==> config.mk <==
export PLATFORM = sky130hd
export DESIGN_NAME = pipeline_ctrl
export DESIGN_NICKNAME = d
export VERILOG_FILES = /design/src/rtl/pipeline_ctrl.sv
export SDC_FILE = /design/constraint.sdc
export NUM_CORES = 1
export LEC_CHECK = 0
export ABC_AREA = 1
export CAP_MARGIN = 15
export CORE_UTILIZATION = 35
export CTS_CLUSTER_SIZE = 25
export DETAILED_ROUTE_END_ITERATION = 12
export PLACE_DENSITY = 0.56
export SYNTH_ARGS = -nofsm -noshare
export SYNTH_HDL_FRONTEND = slang
export SYNTH_SLANG_ARGS = --single-unit
==> constraint.sdc <==
create_clock -name clk -period 6.7 [get_ports clk]
set_input_delay 1.34 -clock clk [delete_from_list [all_inputs] [get_ports clk]]
set_output_delay 1.34 -clock clk [all_outputs]
set_load 0.01 [all_outputs]
**Run 1: the clock network**

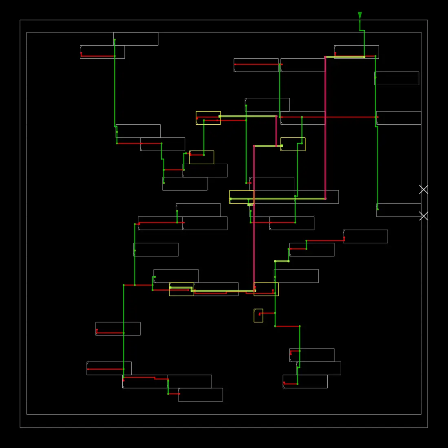
number of buffers inserted during clock tree synthesis: 5
clock network latency to the later pin of the worst-skew pair: 0.29 ns
clock tree skew after final layout: 0.004848 ns
Flop Count: 35
power drawn by the clock network: 0.156 mW

**Run 1: M3 wires**

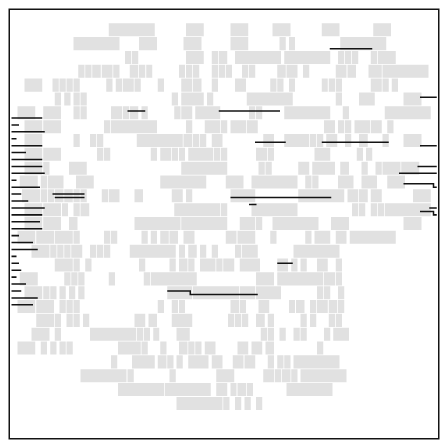
wire length on this layer	223 um
longest straight run	19.6 um
share of all routed wire	4.2%
nets with wire on the layer	42
main direction	horizontal
Final Routed Wirelength: 5304 um
grt met3 use: 2.950%
total number of vias: 2185

**Run 1: routed clock nets over the placement**

The bar under the picture is 20 um long.
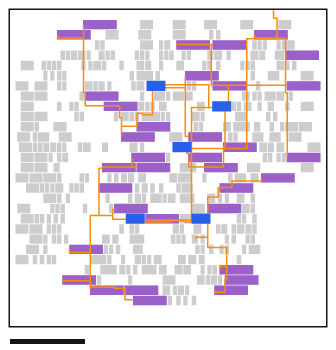
[clock wires] orange | length: 522 um
[clock drivers] blue | count: 5
[flip-flops] purple | count: 35
routed clock nets	6
Clock Power Share: 38.7%

==> impl_metrics.csv, run 1 <==
group,metric,value,unit
final_layout,area.growth.synth_to_final,24.54,%
min_path,hold_class,"reg2reg",
timing,layout_setup_ws,1.825,ns
place,place.port_buffers,46,
final_layout,comb_share,41.79,%
run_status,run_status,"complete, but fails checks",
setup_path,worst-r2r-setup-slack,4.71,ns
timing,fin_tns_setup,0,ns
synth,synth_seq_share,37.10,%
synth,post_synth.cell_area_avg,6.904,um2
clock_tree,cts_hold_repair.buffers,0,
pwr,pwr-share-comb,8.7,%
timing,finalSetupViolations,0,
pwr,report.power.total,0.4042,mW
synth,area_leaders,"sky130_fd_sc_hd__dfrtp_1 (37%), sky130_fd_sc_hd__nand2_1 (18%), sky130_fd_sc_hd__inv_1 (7.2%)",
synth,cell_types_with_the_highest_counts_after_synthesis,"sky130_fd_sc_hd__nand2_1 (112), sky130_fd_sc_hd__inv_1 (45), sky130_fd_sc_hd__nor2_1 (38), sky130_fd_sc_hd__dfrtp_1 (35), sky130_fd_sc_hd__nand4_1 (25)",
setup_path,crit_start_category,"input pin",
run_status,violated_checks,"DRC",
global_routing,globalRouteOverflowTotal,0,
clock_tree,clockBufferDepth,2,
clock_tree,cts.reportedPaths.clkPinSlew,0.07,ns
die,rows,29,
route,drcViolationCount,4,
final_layout,inverters_excl_clock,49,
final_layout,area_share_nonclk_buffers,15.91,%
setup_path,critical-path-max-stage-delay,0.48,ns
final_layout,antenna-diode-count,0,
final_layout,nNonClkBuffers,47,
clock_tree,tritoncts,"done",
route,via_per_inst,4.729,
clock_tree,cts_setup_buffers,0,
setup_path,setup.worst_path.end_class,"output port",
clock_tree,post_cts_resize_count,0,
die,floorplan.io_pins,47,
die,die_width,84.13,um
final_layout,finish.cell_count_without_fillers,462,
final_layout,layout.cells.largest_class,"combinational gates",
final_layout,clock_buffers,6,
timing,final_hold_viol_count,0,
run 1: routing by layer:
layer | track usage (%) | share of wire [%] | vias up | wire [um]
met2 | 28.09 | 47 | 52 | 2468
met5 | 0 | 0 | - | 0
met1 | 21.66 | 48 | 975 | 2547
li1 | - | - | 1151 | -
met4 | 4.702 | 1.2 | 0 | 65
met3 | 2.950 | 4.2 | 7 | 223
run 1: kinds of logic (layout without fill, tap and decap cells):
group,count (synthesis),after routing,synth area share [%]
adder cells (fa/ha/maj),3,3,1.590
buffers and inverters,60,103,10.86
AND/OR/NAND/NOR,219,219,42.82
AND-OR/OR-AND,12,12,2.809
XOR/XNOR,13,13,4.823
flip-flops,35,35,37.10
**Run 1: signal metal coverage by tile**

The bar under the picture is 20 um long. 17 x 17 tiles, from white (low) to dark blue (high), scaled to the fullest tile. Values are wire area over tile area, all layers added.
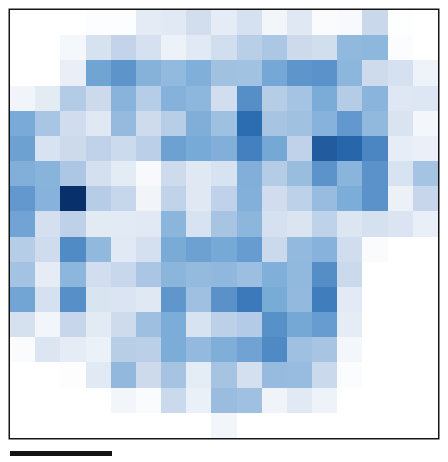

## Run 2: what changed since run 1
- clock period: 6.7 -> 4.5 ns (I/O delays scaled with it)
**Run 2: signal metal coverage by tile**

The bar under the picture is 20 um long. 17 x 17 tiles, from white (low) to dark blue (high), scaled to the fullest tile. Values are wire area over tile area, all layers added.
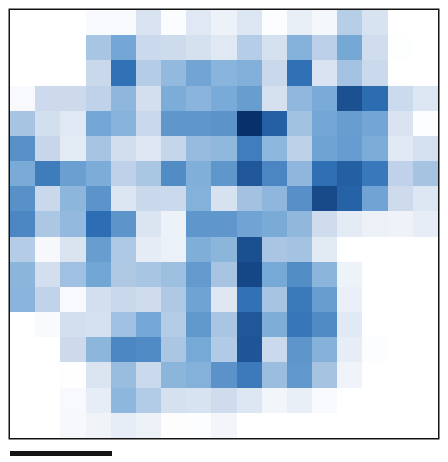
nearly empty tiles	21%
tiles over half the peak	23%
emptiest ninth of the die	lower right
fullest tile	0.41
densest ninth of the die	centre
mean over tiles	0.12
total number of vias: 2175
Final Routed Wirelength: 5388 um

**Run 2: the clock network**

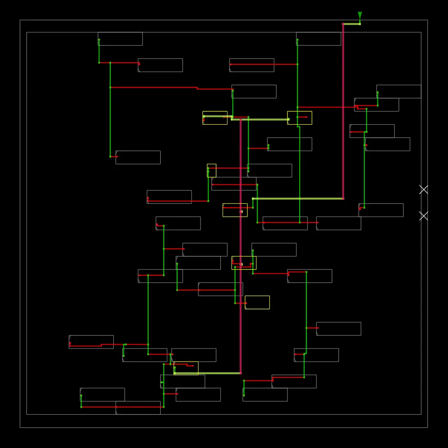
clock buffers: 6
number of sinks handled by clock tree synthesis: 35

==> run 2 against run 1 <==
  * The flow still finishes with violations (DRC)
  * Register-to-register slack lost 2.2 ns
  * Critical path depth grew 1
  * Clock power grew 56%
  * Die area is the same
  * First-iteration DRC count shrank 14%
  * Area after synthesis is the same
  * Combinational power grew 51%
  * Hold slack lost 0.0084 ns
  * Clock skew grew 0.0015 ns
  * Synthesized cell count is the same
  * Critical endpoint unchanged
==> impl_metrics.csv, run 2 <==
group,metric,value,unit
clock_tree,clkLatencyLatePin,0.30,ns
route,routed-wl-met2,2432,um
clock_tree,cts_buffers,5,
clock_tree,cts.reportedPaths.clkPinSlew,0.07,ns
die,rows,29,
setup_path,setup.worst_path.end_class,"output port",
global_routing,grt_most_used_layer,"met2",
route,detail_route.wirelength.met1,2607,um
place,place.port_buffers,46,
clock_tree,post_cts_resize_count,0,
die,die_width,84.13,um
global_routing,globalRouteOverflowTotal,0,
pwr,power.clock.fraction,39.8,%
pwr,report.power.total,0.6133,mW
run_status,violated_checks,"DRC",
route,routed-wl-met3,260,um
run_status,run_status,"complete, but fails checks",
pwr,pwr-share-comb,8.6,%
synth,post_synth.cell_area_avg,6.904,um2
clock_tree,cts_root_buf,"sky130_fd_sc_hd__clkbuf_8",
route,drcViolationCount,4,
timing,fin_tns_setup,0,ns
final_layout,finish.cell_count_without_fillers,463,
timing,finClkSkew,0.006380,ns
synth,area_leaders,"sky130_fd_sc_hd__dfrtp_1 (37%), sky130_fd_sc_hd__nand2_1 (18%), sky130_fd_sc_hd__inv_1 (7.2%)",
synth,synth_seq_share,37.10,%
global_routing,groute.layer.met1.usage,22.55,%
timing,layout_setup_ws,0.9129,ns
pwr,pwr_density_cell,208.1,nW/um2
clock_tree,clockBufferDepth,2,
clock_tree,tritoncts,"done",
min_path,hold_class,"reg2reg",
setup_path,worst-r2r-setup-slack,2.49,ns
final_layout,area.growth.synth_to_final,24.85,%
pwr,power_clock,0.244,mW
global_routing,met3_usage,3.638,%
setup_path,crit_start_category,"input pin",
clock_tree,cts_setup_buffers,0,
[run 2: cell types whose count changed in the layout (fill, tap and decap cells not counted)]
cell                    before  now
sky130_fd_sc_hd__buf_4       1    2
[run 2: logic make-up after synthesis]
group,Yosys count,share of synthesized area (%)
AOI/OAI and AO/OA,12,2.809
xor gates and xnor gates,13,4.823
DFF,35,37.10
adders and majority gates,3,1.590
buffers and inverters,60,10.86
and+or+nand+nor,219,42.82
[run 2: final cells by class]
type | count | area (um2) | share of cell area [%]
Clock inverter | 1 | 5.005 | 0.1698
Multi-Input combinational cell | 247 | 1229 | 41.68
Inverter | 49 | 183.9 | 6.239
Timing Repair Buffer | 48 | 475.5 | 16.13
Tap cell | 77 | 96.34 | 3.268
Sequential cell | 35 | 875.8 | 29.71
Clock buffer | 6 | 82.58 | 2.801
Power is estimated from default activity; no workload was simulated.
